--- src/rtl/alu_pkg.sv ---
// Shared definitions for the shared-ALU arbiter: widths, opcodes,
// compare result codes and the output-slot state encoding.
package alu_pkg;

    localparam int DATA_W  = 16;
    localparam int NUM_REQ = 2;

    localparam logic [2:0] ALU_ADD = 3'd0;
    localparam logic [2:0] ALU_SUB = 3'd1;
    localparam logic [2:0] ALU_AND = 3'd2;
    localparam logic [2:0] ALU_OR  = 3'd3;
    localparam logic [2:0] ALU_XOR = 3'd4;
    localparam logic [2:0] ALU_SHL = 3'd5;
    localparam logic [2:0] ALU_SHR = 3'd6;
    localparam logic [2:0] ALU_CMP = 3'd7;

    localparam logic [DATA_W-1:0] CMP_EQ = 16'd0;
    localparam logic [DATA_W-1:0] CMP_GT = 16'd1;
    localparam logic [DATA_W-1:0] CMP_LT = 16'd2;

    // Output register occupancy: EMPTY means rsp_valid=0, FULL means rsp_valid=1.
    typedef enum logic {
        ST_EMPTY = 1'b0,
        ST_FULL  = 1'b1
    } arb_state_e;

endpackage

--- src/rtl/alu_share_arbiter_if.sv ---
// Bundle of request and response signals between the requesters/consumer
// (master side) and the shared ALU arbiter (slave side).
//
// Handshake: a request transfers on a cycle where req_valid[i] and
// req_ready[i] are both high; the requester holds req_valid[i] and its
// operands until then. A result transfers on a cycle where rsp_valid and
// rsp_ready are both high; rsp_data/rsp_id are stable while rsp_valid is
// high and rsp_ready is low.
interface alu_share_arbiter_if;
    import alu_pkg::*;

    logic [NUM_REQ-1:0]        req_valid;
    logic [NUM_REQ-1:0]        req_ready;
    logic [NUM_REQ*DATA_W-1:0] req_a;
    logic [NUM_REQ*DATA_W-1:0] req_b;
    logic [NUM_REQ*3-1:0]      req_op;
    logic                      rsp_valid;
    logic                      rsp_ready;
    logic [DATA_W-1:0]         rsp_data;
    logic                      rsp_id;
    logic                      busy;

    modport master (
        output req_valid, req_a, req_b, req_op, rsp_ready,
        input  req_ready, rsp_valid, rsp_data, rsp_id, busy
    );

    modport slave (
        input  req_valid, req_a, req_b, req_op, rsp_ready,
        output req_ready, rsp_valid, rsp_data, rsp_id, busy
    );

endinterface

--- src/rtl/alu_exec.sv ---
// Single-cycle combinational ALU: unsigned arithmetic, logic, shifts and
// a three-way unsigned compare. Shift amounts come from b[3:0] only.
module alu_exec
    import alu_pkg::*;
(
    input  logic [DATA_W-1:0] a,
    input  logic [DATA_W-1:0] b,
    input  logic [2:0]        op,
    output logic [DATA_W-1:0] y
);

    // Evaluate the selected operation.
    always_comb begin
        y = '0;
        case (op)
            ALU_ADD: y = a + b;
            ALU_SUB: y = a - b;
            ALU_AND: y = a & b;
            ALU_OR:  y = a | b;
            ALU_XOR: y = a ^ b;
            ALU_SHL: y = a << b[3:0];
            ALU_SHR: y = a >> b[3:0];
            ALU_CMP: y = (a > b) ? CMP_GT : ((a < b) ? CMP_LT : CMP_EQ);
            default: y = '0;
        endcase
    end

endmodule

--- src/rtl/alu_share_arbiter.sv ---
// Round-robin arbiter sharing one ALU between two requesters. The granted
// operation is evaluated in the accept cycle and its result is held in a
// single output register, tagged with the requester id, until consumed.
module alu_share_arbiter
    import alu_pkg::*;
(
    input  logic                clk,
    input  logic                rst_n,
    alu_share_arbiter_if.slave  bus,
    output arb_state_e          state_dbg,
    output logic                ptr_dbg
);

    arb_state_e        state_q, state_d;
    logic              ptr_q, ptr_d;
    logic [DATA_W-1:0] data_q, data_d;
    logic              id_q, id_d;

    logic [1:0]        grant;
    logic              slot_free;
    logic              accept;
    logic              sel;
    logic [DATA_W-1:0] a_sel, b_sel, alu_y;
    logic [2:0]        op_sel;

    // The slot can take a new result when empty or being drained this cycle.
    assign slot_free = (state_q == ST_EMPTY) || bus.rsp_ready;

    // Grant: a lone requester wins outright; on contention the pointer decides.
    always_comb begin
        grant = 2'b00;
        if (slot_free) begin
            case (bus.req_valid)
                2'b01:   grant = 2'b01;
                2'b10:   grant = 2'b10;
                2'b11:   grant = ptr_q ? 2'b10 : 2'b01;
                default: grant = 2'b00;
            endcase
        end
    end

    assign accept = |grant;
    assign sel    = grant[1];
    assign a_sel  = sel ? bus.req_a[2*DATA_W-1:DATA_W] : bus.req_a[DATA_W-1:0];
    assign b_sel  = sel ? bus.req_b[2*DATA_W-1:DATA_W] : bus.req_b[DATA_W-1:0];
    assign op_sel = sel ? bus.req_op[5:3] : bus.req_op[2:0];

    alu_exec u_exec (
        .a  (a_sel),
        .b  (b_sel),
        .op (op_sel),
        .y  (alu_y)
    );

    // Next state of the output slot, pointer and result register.
    always_comb begin
        state_d = state_q;
        ptr_d   = ptr_q;
        data_d  = data_q;
        id_d    = id_q;
        case (state_q)
            ST_EMPTY: if (accept) state_d = ST_FULL;
            ST_FULL:  if (!accept && bus.rsp_ready) state_d = ST_EMPTY;
            default:  state_d = ST_EMPTY;
        endcase
        if (accept) begin
            data_d = alu_y;
            id_d   = sel;
            ptr_d  = ~sel;
        end
    end

    // State registers; reset discards any held result.
    always_ff @(posedge clk or negedge rst_n) begin
        if (!rst_n) begin
            state_q <= ST_EMPTY;
            ptr_q   <= 1'b0;
            data_q  <= '0;
            id_q    <= 1'b0;
        end else begin
            state_q <= state_d;
            ptr_q   <= ptr_d;
            data_q  <= data_d;
            id_q    <= id_d;
        end
    end

    assign bus.req_ready = grant;
    assign bus.rsp_valid = (state_q == ST_FULL);
    assign bus.rsp_data  = data_q;
    assign bus.rsp_id    = id_q;
    assign bus.busy      = (state_q == ST_FULL) && !bus.rsp_ready;
    assign state_dbg     = state_q;
    assign ptr_dbg       = ptr_q;

endmodule
--- src/flat_wrapper.sv ---
// flat-port wrapper written by rule: the top's interface ports become plain ports
module alu_share_arbiter_flat import alu_pkg::*;
  (clk, rst_n, state_dbg, ptr_dbg, bus_req_valid, bus_req_a, bus_req_b, bus_req_op, bus_rsp_ready, bus_req_ready, bus_rsp_valid, bus_rsp_data, bus_rsp_id, bus_busy);
  alu_share_arbiter_if bus_i ();
  input  logic clk;
  input  logic rst_n;
  output arb_state_e state_dbg;
  output logic ptr_dbg;
  input wire logic [$bits(bus_i.req_valid)-1:0] bus_req_valid;
  input wire logic [$bits(bus_i.req_a)-1:0] bus_req_a;
  input wire logic [$bits(bus_i.req_b)-1:0] bus_req_b;
  input wire logic [$bits(bus_i.req_op)-1:0] bus_req_op;
  input wire logic [$bits(bus_i.rsp_ready)-1:0] bus_rsp_ready;
  output wire logic [$bits(bus_i.req_ready)-1:0] bus_req_ready;
  output wire logic [$bits(bus_i.rsp_valid)-1:0] bus_rsp_valid;
  output wire logic [$bits(bus_i.rsp_data)-1:0] bus_rsp_data;
  output wire logic [$bits(bus_i.rsp_id)-1:0] bus_rsp_id;
  output wire logic [$bits(bus_i.busy)-1:0] bus_busy;
  assign bus_i.req_valid = bus_req_valid;
  assign bus_i.req_a = bus_req_a;
  assign bus_i.req_b = bus_req_b;
  assign bus_i.req_op = bus_req_op;
  assign bus_i.rsp_ready = bus_rsp_ready;
  assign bus_req_ready = bus_i.req_ready;
  assign bus_rsp_valid = bus_i.rsp_valid;
  assign bus_rsp_data = bus_i.rsp_data;
  assign bus_rsp_id = bus_i.rsp_id;
  assign bus_busy = bus_i.busy;
  alu_share_arbiter u_core (.clk(clk), .rst_n(rst_n), .bus(bus_i), .state_dbg(state_dbg), .ptr_dbg(ptr_dbg));
endmodule
--- config.mk ---
export PLATFORM = sky130hd
export DESIGN_NAME = alu_share_arbiter_flat
export DESIGN_NICKNAME = d
export VERILOG_FILES = /design/src/rtl/alu_pkg.sv /design/src/rtl/alu_share_arbiter_if.sv /design/src/rtl/alu_exec.sv /design/src/rtl/alu_share_arbiter.sv /design/src/flat_wrapper.sv
export SDC_FILE = /design/constraint.sdc
export NUM_CORES = 1
export LEC_CHECK = 0
export CAP_MARGIN = 10
export CELL_PAD_IN_SITES_DETAIL_PLACEMENT = 1
export CELL_PAD_IN_SITES_GLOBAL_PLACEMENT = 2
export CORE_MARGIN = 2
export CORE_UTILIZATION = 33
export CTS_CLUSTER_SIZE = 10
export DETAILED_ROUTE_END_ITERATION = 16
export HOLD_SLACK_MARGIN = 0.03
export MAX_ROUTING_LAYER = met4
export PLACE_DENSITY_LB_ADDON = 0.1
export RECOVER_POWER = 50
export SYNTH_ARGS = -nofsm -noshare
export SYNTH_HDL_FRONTEND = slang
export SYNTH_SLANG_ARGS = --single-unit
--- constraint.sdc ---
create_clock -name clk -period 6.5 [get_ports clk]
set_input_delay 0.975 -clock clk [delete_from_list [all_inputs] [get_ports clk]]
set_output_delay 0.975 -clock clk [all_outputs]
set_load 0.01 [all_outputs]
==> run_results.csv, run 1 <==
group,metric,value,unit
die,rows,48,
layout,seq_cells,19,
worst_setup_path,max_stage_delay,0.66,ns
worst_setup_path,worstSetupStartpointType,"input port",
die,die_height,137,um
timing,hold_violations,0,
synthesis,synth.avg_cell_area,6.72,um^2
layout,final-clk-cell-share,0.0113,
place,portBuffers,97,
power,clkPwrFrac,0.132,
layout,buf_share,0.159,
timing,worstMarginPinSlew,1.40,ns
die,ioPinCount,98,
synthesis,ff_type,"dfrtp_1",
layout,diodes,1,
worst_setup_path,crit_path_end,"u_core.bus.rsp_data[0]",
synthesis,synth.largest_area_cell,"ha_1",
layout,num-nonclk-buffers,118,
die,tap_cells,225,
timing,rsz0062_at_grt,"false",
outcome,status,"completed",
layout,combGateArea,4890,um^2
timing,fin_crit,5.35,ns
synthesis,ys_ff,19,
flow_run,maxCapViolCount,0,
worst_setup_path,endpoint_kind,"flop",
synthesis,enable_flop_cells,0,
layout,comb-cell-share,0.692,
clocking,postCtsSetupBuffers,0,
synthesis,syn-num-nets,1000,
clocking,cts_hold_buf,0,
power,p_leak,0.00300,uW
worst_setup_path,reg2reg_depth,15,
timing,slew_headroom,0.0694,
layout,final_area,7070,um^2
layout,drive_gt1_frac,0.0693,
clocking,clock-sinks,19,
worst_setup_path,critPathMaxFanout,21,
drt,ant_nets,0,
timing,period_used_share,0.823,
layout,inv_count,58,
worst_setup_path,crit_chain,"dlygate4sd3_1 > nand3_4 > inv_2 > mux2i_1 > ha_1 > inv_1 > fa_1 > a211o_1 > a2111oi_2 > o31ai_2 > a211oi_2 > o21bai_2 > a2111oi_4 > nor3_1 > o31a_1",
layout,mostFrequentLayoutCells,"nand2_1, nor2_1, clkdlybuf4s50_1, a21oi_1, inv_1",
layout,logic_gate_count,739,
timing,fin_setup_tns,0,ns
die,fp_util,0.338,
place,hpwl,22400,um
worst_setup_path,r2r_setup_slack,1.93,ns
synthesis,synth_top_area_share,0.104,
drt,vias_per_cell,5.99,
worst_setup_path,slowest_stage,"dlygate4sd3_1",
drt,drt_first_pass_iters,7,
timing,clock.fmax,0.187,GHz
timing,skew,0.0106,ns
worst_setup_path,r2r_end,"u_core.bus.rsp_data[0]",
global_routing,grt_pass1_wl,42200,um
die,dieWidth,137,um
power,netSwitchingFraction,0.509,
place,place_inst,1159,
synthesis,ys_seq_frac,0.0810,
clocking,cts.reportedPaths.clkPinSlew,0.08,ns
layout,n_clock_buffer,3,
worst_setup_path,crit_type,"in2reg",
power,combPwrFrac,0.725,
synthesis,yosysWarnings,0,
clocking,cts_root_buf,"clkbuf_16",
global_routing,gr-total-overflow,0,
timing,slew_violations,0,
flow_run,tool_warnings,59,
layout,syn2layout_area_growth,20.5,%
synthesis,topCellsByArea,"ha_1, nand2_1, dfrtp_1",
layout,largest_class,"combinational gates",
clocking,clockBufferDepth,2,
min_path,min_to,"u_core.bus.rsp_id",
global_routing,antenna_found_initial,1,
clocking,cts_resized,0,
synthesis,mappedNetlistArea,5870,um^2
clocking,clkLatencyLatePin,0.28,ns
[run 1: worst max-delay path, delay by kind of cell]
family                     cells  cell delay, ns
AOI/OAI and AO/OA              7            1.98
adders and majority gates      2            0.73
buffers and inverters          3            1.13
muxes                          1            0.48
and+or+nand+nor                2            0.20
[run 1: cells by family after synthesis]
group / Yosys count / synth area share
AND-OR/OR-AND: 260 / 0.294
XOR/XNOR: 20 / 0.0298
adder cells (fa/ha/maj): 51 / 0.111
buffers and inverters: 116 / 0.0888
flip-flops: 19 / 0.0810
multiplexers: 69 / 0.133
AND/OR/NAND/NOR: 339 / 0.262
[run 1: routing by layer]
metal / global-route usage / vias up / part of all wire / wire, um
li1: - / 3259 / - / -
met1: 0.403 / 3430 / 0.45 / 12600
met2: 0.499 / 243 / 0.46 / 13000
met3: 0.0350 / 38 / 0.059 / 1650
met4: 0.0773 / 0 / 0.027 / 767
met5: - / - / 0 / 0
[run 1: sequential cells by signal, indices dropped and copies added (netlist names)]
name and count:
u_core.bus.rsp_data 16, u_core.bus.rsp_id 1, u_core.bus.rsp_valid 1, u_core.ptr_dbg 1
[run 1: metrics by stage]
| step | hold slack [ns] | util | power [uW] | setup WS, ns |
|---|---|---|---|---|
| after detailed placement | 0.525 | 0.403 | 990 | 0.933 |
| final | 0.540 | 0.408 | 1140 | 1.15 |
| after global routing | 0.575 | 0.408 | 1220 | 0.793 |
| after CTS | 0.550 | 0.408 | 1140 | 1.17 |
| after global placement | 0.522 | 0.403 | 985 | 1.03 |
| after floorplan | 0.540 | - | 682 | 1.69 |
[run 1: power by group through the flow]
stage	clock, uW	sequential [uW]	combinational (uW)
floorplan	0	175	507
global placement	0	166	818
detailed placement	0	166	824
CTS	152	164	829
global route	157	167	897
finish	151	163	829
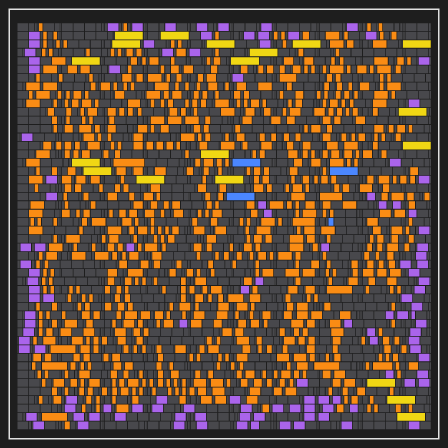
**Above:** run 1 (cells coloured by class).
Fill, decap, tap and diode cells in grey.
[blue] clock drivers and dummy loads | cells: 4 | share of their area: 1.2%
[orange] remaining logic cells | cells: 797 | share of their area: 75%
[purple] remaining buffers and delay cells | cells: 118 | share of their area: 17%
[yellow] sequential cells | cells: 19 | share of their area: 7.0%

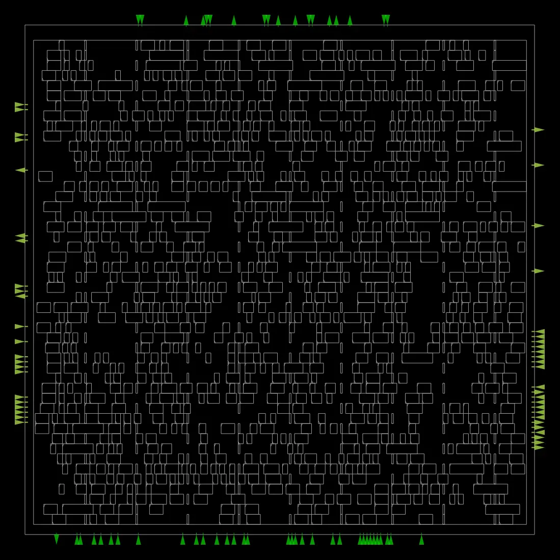
**Above:** run 1 (cell outlines without signal wires).
Finished Core Util: 0.408
Core Region: 17400 um^2

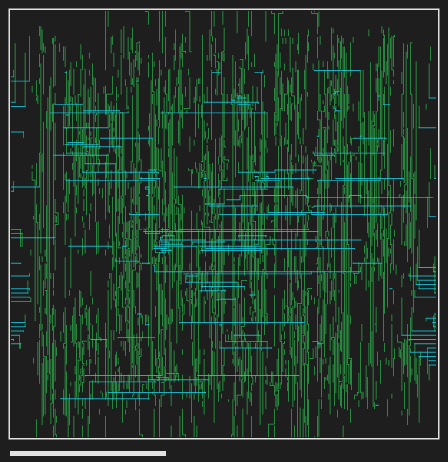
**Above:** run 1 (wiring by layer).
Bar = 50 um. Only two layers are drawn.
[green] M2 | wire length: 13000 um
[cyan] M3 | wire length: 1650 um
Tot GR Track Use: 0.306
routed wire length: 28100 um
WL per Instance: 24.1 um
DR vias: 6970

--- run 2 (diff from run 1) ---
Settings changed: CORE_UTILIZATION 33 to 28.
Clock period 6.5 ns to 4.7 ns, I/O delays scaled along.
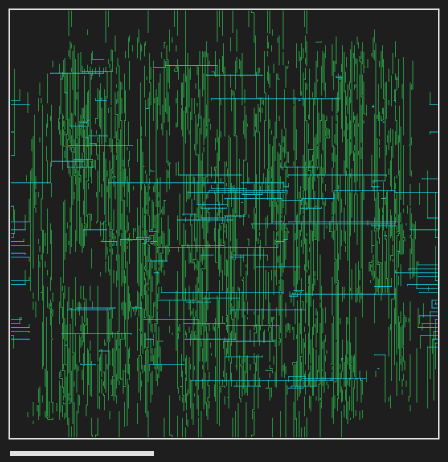
**Above:** run 2 (wiring by layer).
Bar = 50 um. Only two layers are drawn.
[cyan] M3 | wire length: 1450 um
[green] M2 | wire length: 14100 um
Tot GR Track Use: 0.287
routed wire length: 31000 um
DR vias: 7214
WL per Instance: 24.6 um

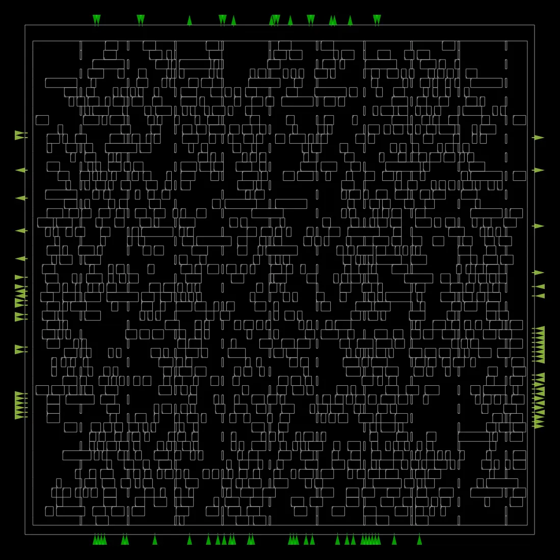
**Above:** run 2 (cell outlines without signal wires).
Seq area share: 0.0631
Finished Core Util: 0.369
fin cells: 1259

==> run_results.csv, run 2 <==
group,metric,value,unit
outcome,status,"complete, but fails checks",
outcome,failed_checks,"capacitance limit, slew limit",
power,pg_comb,1260,uW
timing,slew_headroom,-0.0981,
synthesis,synth_top_area_share,0.104,
drt,drt_first_pass_iters,7,
timing,worstMarginPinSlew,1.65,ns
clocking,clock-sinks,19,
die,placeableCoreArea,20400,um^2
drt,vias_per_cell,5.73,
layout,inv_count,58,
synthesis,yosysWarnings,0,
timing,setup_ws,0.232,ns
layout,final_area,7530,um^2
clocking,clkLatencyLatePin,0.27,ns
clocking,cts_root_buf,"clkbuf_16",
layout,diodes,1,
layout,largest_register_ffs,16,
power,netSwitchingFraction,0.501,
worst_setup_path,max_stage_delay,0.46,ns
layout,n_clock_buffer,3,
worst_setup_path,worstSetupStartpointType,"input port",
timing,period_used_share,0.951,
drt,ant_nets,0,
layout,combGateArea,4910,um^2
layout,largest_class,"combinational gates",
layout,drive_gt1_frac,0.117,
power,seq_power_share,0.133,
place,hpwl,24900,um
timing,hold_violations,0,
synthesis,syn-num-nets,1000,
die,fp_util,0.287,
power,p_leak,0.00325,uW
power,pg_clk,214,uW
worst_setup_path,reg2reg_depth,16,
global_routing,antenna_found_initial,0,
timing,rsz0062_at_grt,"false",
min_path,min_to,"u_core.bus.rsp_id",
layout,num-nonclk-buffers,168,
global_routing,grt_pass1_wl,46700,um
timing,fin_setup_tns,0,ns
flow_run,maxCapViolCount,1,
timing,hold-worst-slack,0.541,ns
synthesis,synth.avg_cell_area,6.72,um^2
timing,fin_crit,4.47,ns
worst_setup_path,r2r_end,"u_core.bus.rsp_data[0]",
synthesis,ff_type,"dfrtp_1",
die,ioPinCount,98,
place,pre_cts_ws,-0.0739,ns
flow_run,tool_warnings,59,
power,clkPwrFrac,0.126,
timing,slew_violations,20,
power,combPwrFrac,0.741,
worst_setup_path,crit_chain,"clkdlybuf4s50_1 > nand2b_1 > nand3_4 > inv_2 > mux2_2 > inv_1 > ha_1 > inv_1 > fa_1 > a211o_1 > a2111oi_4 > o31ai_2 > a211oi_2 > o21bai_2 > a2111oi_4 > nor3_1 > o31a_1",
worst_setup_path,slowest_stage,"fa_1",
synthesis,topCellsByArea,"ha_1, nand2_1, dfrtp_1",
layout,syn2layout_area_growth,28.2,%
place,portBuffers,97,
synthesis,ys_ff,19,
die,die_height,149,um
synthesis,mappedNetlistArea,5870,um^2
layout,logic_gate_count,739,
place,place_inst,1254,
synthesis,enable_flop_cells,0,
layout,seq_cells,19,
clocking,cts_resized,0,
clocking,postCtsSetupBuffers,0,
## run 2: netlist changes by cell type in the layout (fill, tap and decap cells not counted), sizes merged
cell / delta
buf: +50
clkdlybuf4s50: +2
dlygate4sd3: -2
## run 2: cell families (layout without fill, tap and decap cells)
| family | Yosys count | in the layout | share of synthesized area |
|---|---|---|---|
| muxes | 69 | 69 | 0.133 |
| AOI/OAI and AO/OA | 260 | 260 | 0.294 |
| and+or+nand+nor | 339 | 339 | 0.262 |
| buffers and inverters | 116 | 230 | 0.0888 |
| adders and majority gates | 51 | 51 | 0.111 |
| xor gates and xnor gates | 20 | 20 | 0.0298 |
| DFF | 19 | 19 | 0.0810 |
| other | 0 | 1 | 0 |
## run 2: per-layer routing
layer	GRT usage	part of all wire	wire length, um
met4	0.0952	0.040	1240
met1	0.374	0.46	14200
met2	0.463	0.45	14100
met5	-	0	0
met3	0.0336	0.047	1450
## run 2: critical path: cells and delay by family
kind | cells | cell delay, ns
muxes | 1 | 0.35
and+or+nand+nor | 3 | 0.35
buffers and inverters | 4 | 0.69
AOI/OAI and AO/OA | 7 | 1.88
adders and majority gates | 2 | 0.66
## run 2: worst max-delay path by stage
| stage | startpoint | to | slack, ns |
|---|---|---|---|
| floorplan | bus_rsp_ready | u_core.bus.rsp_data[13] | 0.16 |
| global placement | bus_rsp_ready | u_core.bus.rsp_data[0] | 0.04 |
| detailed placement | bus_req_valid[0] | u_core.bus.rsp_data[0] | -0.07 |
| CTS | bus_req_valid[0] | u_core.bus.rsp_data[0] | 0.16 |
| global route | bus_req_valid[0] | u_core.bus.rsp_data[0] | 0.009 |
| finish | bus_req_valid[0] | u_core.bus.rsp_data[0] | 0.23 |
--- run 3 (diff from run 2) ---
Settings changed: CORE_UTILIZATION 28 to 33.
Clock period 4.7 ns to 5.3 ns, I/O delays scaled along.
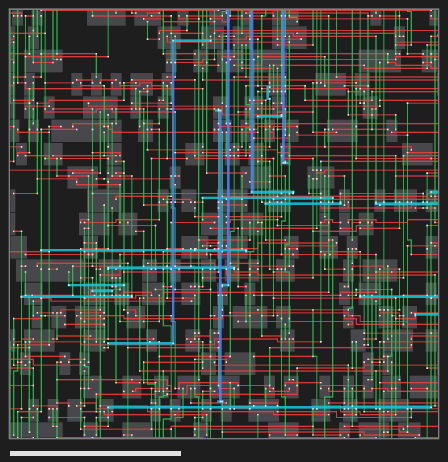
**Above:** run 3 (a small window of the routed layout).
Bar = 20 um. Region (9, 9) to (59, 59) um. Cells in grey, sequential cells in the stronger grey; small squares are vias.
[red] M1
[green] M2
[blue] M4
[cyan] M3
sequential cells in the window: 0
cells with their middle in the window: 165
most frequent: nand2_1 (40), a21oi_1 (22), nor2_1 (19)

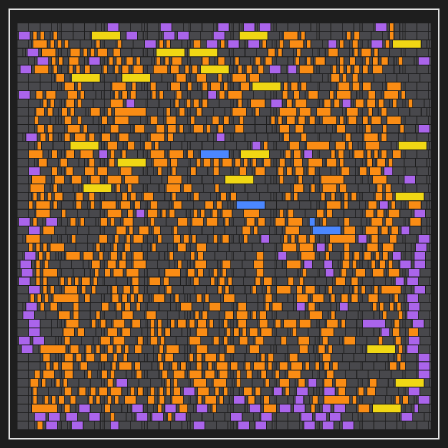
**Above:** run 3 (cells coloured by class).
Fill, decap, tap and diode cells in grey.
[blue] clock drivers and dummy loads | cells: 4 | share of their area: 1.2%
[yellow] sequential cells | cells: 19 | share of their area: 6.9%
[orange] remaining logic cells | cells: 797 | share of their area: 74%
[purple] remaining buffers and delay cells | cells: 129 | share of their area: 18%

==> run_results.csv, run 3 <==
group,metric,value,unit
outcome,status,"completed",
place,pre_cts_ws,0.121,ns
drt,ant_nets,0,
power,p_sw,721,uW
worst_setup_path,endpoint_kind,"flop",
global_routing,grt_use_met2,0.514,
synthesis,synth.avg_cell_area,6.72,um^2
global_routing,gr-total-overflow,0,
timing,fin_crit,4.95,ns
global_routing,grt-busiest-layer,"met2",
die,rows,48,
die,ioPinCount,98,
clocking,cts.reportedPaths.clkPinSlew,0.07,ns
clocking,clockBufferDepth,2,
timing,slew_violations,0,
timing,fin_setup_tns,0,ns
worst_setup_path,critPathMaxFanout,7,
timing,period_used_share,0.934,
clocking,tritoncts,"done",
die,dieWidth,137,um
place,hpwl,22900,um
drt,met1_length,12900,um
global_routing,grt_use_met1,0.404,
synthesis,mappedNetlistArea,5870,um^2
synthesis,topCellsByArea,"ha_1, nand2_1, dfrtp_1",
timing,rsz0062_at_grt,"false",
global_routing,grt_pass1_wl,43300,um
global_routing,grtUsageTotal,0.316,
flow_run,tool_warnings,59,
power,combPwrFrac,0.732,
place,portBuffers,97,
drt,wirelength,28800,um
layout,final_util,0.413,
power,seq_power_share,0.140,
synthesis,ys_ff,19,
synthesis,ys_seq_frac,0.0810,
drt,dr_wl_met2,13400,um
clocking,clkLatencyLatePin,0.27,ns
synthesis,synth_top_area_share,0.104,
worst_setup_path,worstSetupStartpointType,"input port",
timing,slew_headroom,0.0593,
power,finalPower,1420,uW
timing,clock.fmax,0.202,GHz
drt,highest_layer,"met4",
flow_run,maxCapViolCount,0,
timing,hold-worst-slack,0.531,ns
worst_setup_path,cp.arrival,5.11,ns
layout,syn2layout_area_growth,22.0,%
layout,fin_cells,1174,
synthesis,enable_flop_cells,0,
layout,drive_gt1_frac,0.0801,
timing,skew,0.00205,ns
layout,final_area,7170,um^2
synthesis,ff_type,"dfrtp_1",
global_routing,antenna_found_initial,0,
power,p_leak,0.00307,uW
clocking,postCtsSetupBuffers,0,
clocking,cts_root_buf,"clkbuf_16",
worst_setup_path,cp_top_family,"AND-OR/OR-AND gates",
drt,drt_first_pass_iters,5,
worst_setup_path,crit_type,"in2reg",
clocking,cts_resized,0,
place,place_inst,1170,
timing,hold_violations,0,
clocking,clock-sinks,19,
drt,initialDrtViolationCount,458,
drt,vias_per_cell,5.93,
worst_setup_path,path_buffers,4,
layout,largest_register_ffs,16,
drt,wl_per_cell,24.6,um
die,die_height,137,um
timing,worstMarginPinSlew,1.41,ns
layout,final.fill_count,2231,
synthesis,synthDistinctLibCells,79,
die,placeableCoreArea,17400,um^2
layout,diodes,0,
worst_setup_path,max_stage_delay,0.68,ns
die,fp_util,0.338,
drt,via_count,6961,
clocking,cts_hold_buf,0,
synthesis,yosysWarnings,0,
drt,wl_met3,1450,um
timing,setup_ws,0.350,ns
synthesis,syn-num-nets,1000,
worst_setup_path,crit_chain,"dlygate4sd3_1 > nand3_4 > inv_2 > mux2_2 > inv_1 > ha_1 > inv_1 > fa_1 > a211o_1 > a2111oi_2 > o31ai_2 > a211oi_2 > o21bai_2 > a2111oi_4 > nor3_1 > o31a_1",
power,clkPwrFrac,0.128,
power,netSwitchingFraction,0.506,
## run 3: netlist changes by cell type in the layout (fill, tap and decap cells not counted)
cell and delta:
a2111oi_2 +1, ha_2 -1, diode_2 -1, buf_12 +1, ha_1 +1, a2111oi_4 -1, buf_6 -3, clkdlybuf4s50_1 -2
dlygate4sd3_1 +2, buf_4 -37
## run 3: final cells by class
type	instances	area, um^2	area share
inverters	58	218	0.0304
repair buffers	129	1220	0.170
well taps	225	282	0.0393
multi-input cells	739	4890	0.683
clock inverters	1	5.00	0.000698
flip-flops and latches	19	475	0.0663
clock buffers	3	75.1	0.0105
## run 3: cell families (layout without fill, tap and decap cells)
family          Yosys count  after routing  share of synthesized area
xor+xnor                 20             20                     0.0298
mux                      69             69                      0.133
simple gates            339            339                      0.262
compound gates          260            260                      0.294
flops                    19             19                     0.0810
fa+ha+maj                51             51                      0.111
buf+inv                 116            191                     0.0888
## run 3: power groups by stage
stage                     Sequential, uW  Combinational (uW)  Clock [uW]
after floorplan                      215                 622           0
after global placement               203                1030           0
after detailed placement             203                1040           0
after CTS                            200                1040         187
after global routing                 204                1130         194
final                                200                1040         182
## run 3: path summary, 6_finish.rpt
kind                            slack [ns]               startpoint  cells past startpoint                       to
worst min-delay path                  0.53  u_core.bus.rsp_data[13]                      1  u_core.bus.rsp_data[13]
worst min register to register        0.53  u_core.bus.rsp_data[13]                      1  u_core.bus.rsp_data[13]
worst max register to register        0.98           u_core.ptr_dbg                     16   u_core.bus.rsp_data[0]
max in group asynchronous             3.09                    rst_n                      2   u_core.bus.rsp_data[7]
worst max-delay path                  0.35         bus_req_valid[1]                     16   u_core.bus.rsp_data[0]
min in group asynchronous             1.37                    rst_n                      2        u_core.bus.rsp_id
Power and IR drop assume default switching activity.
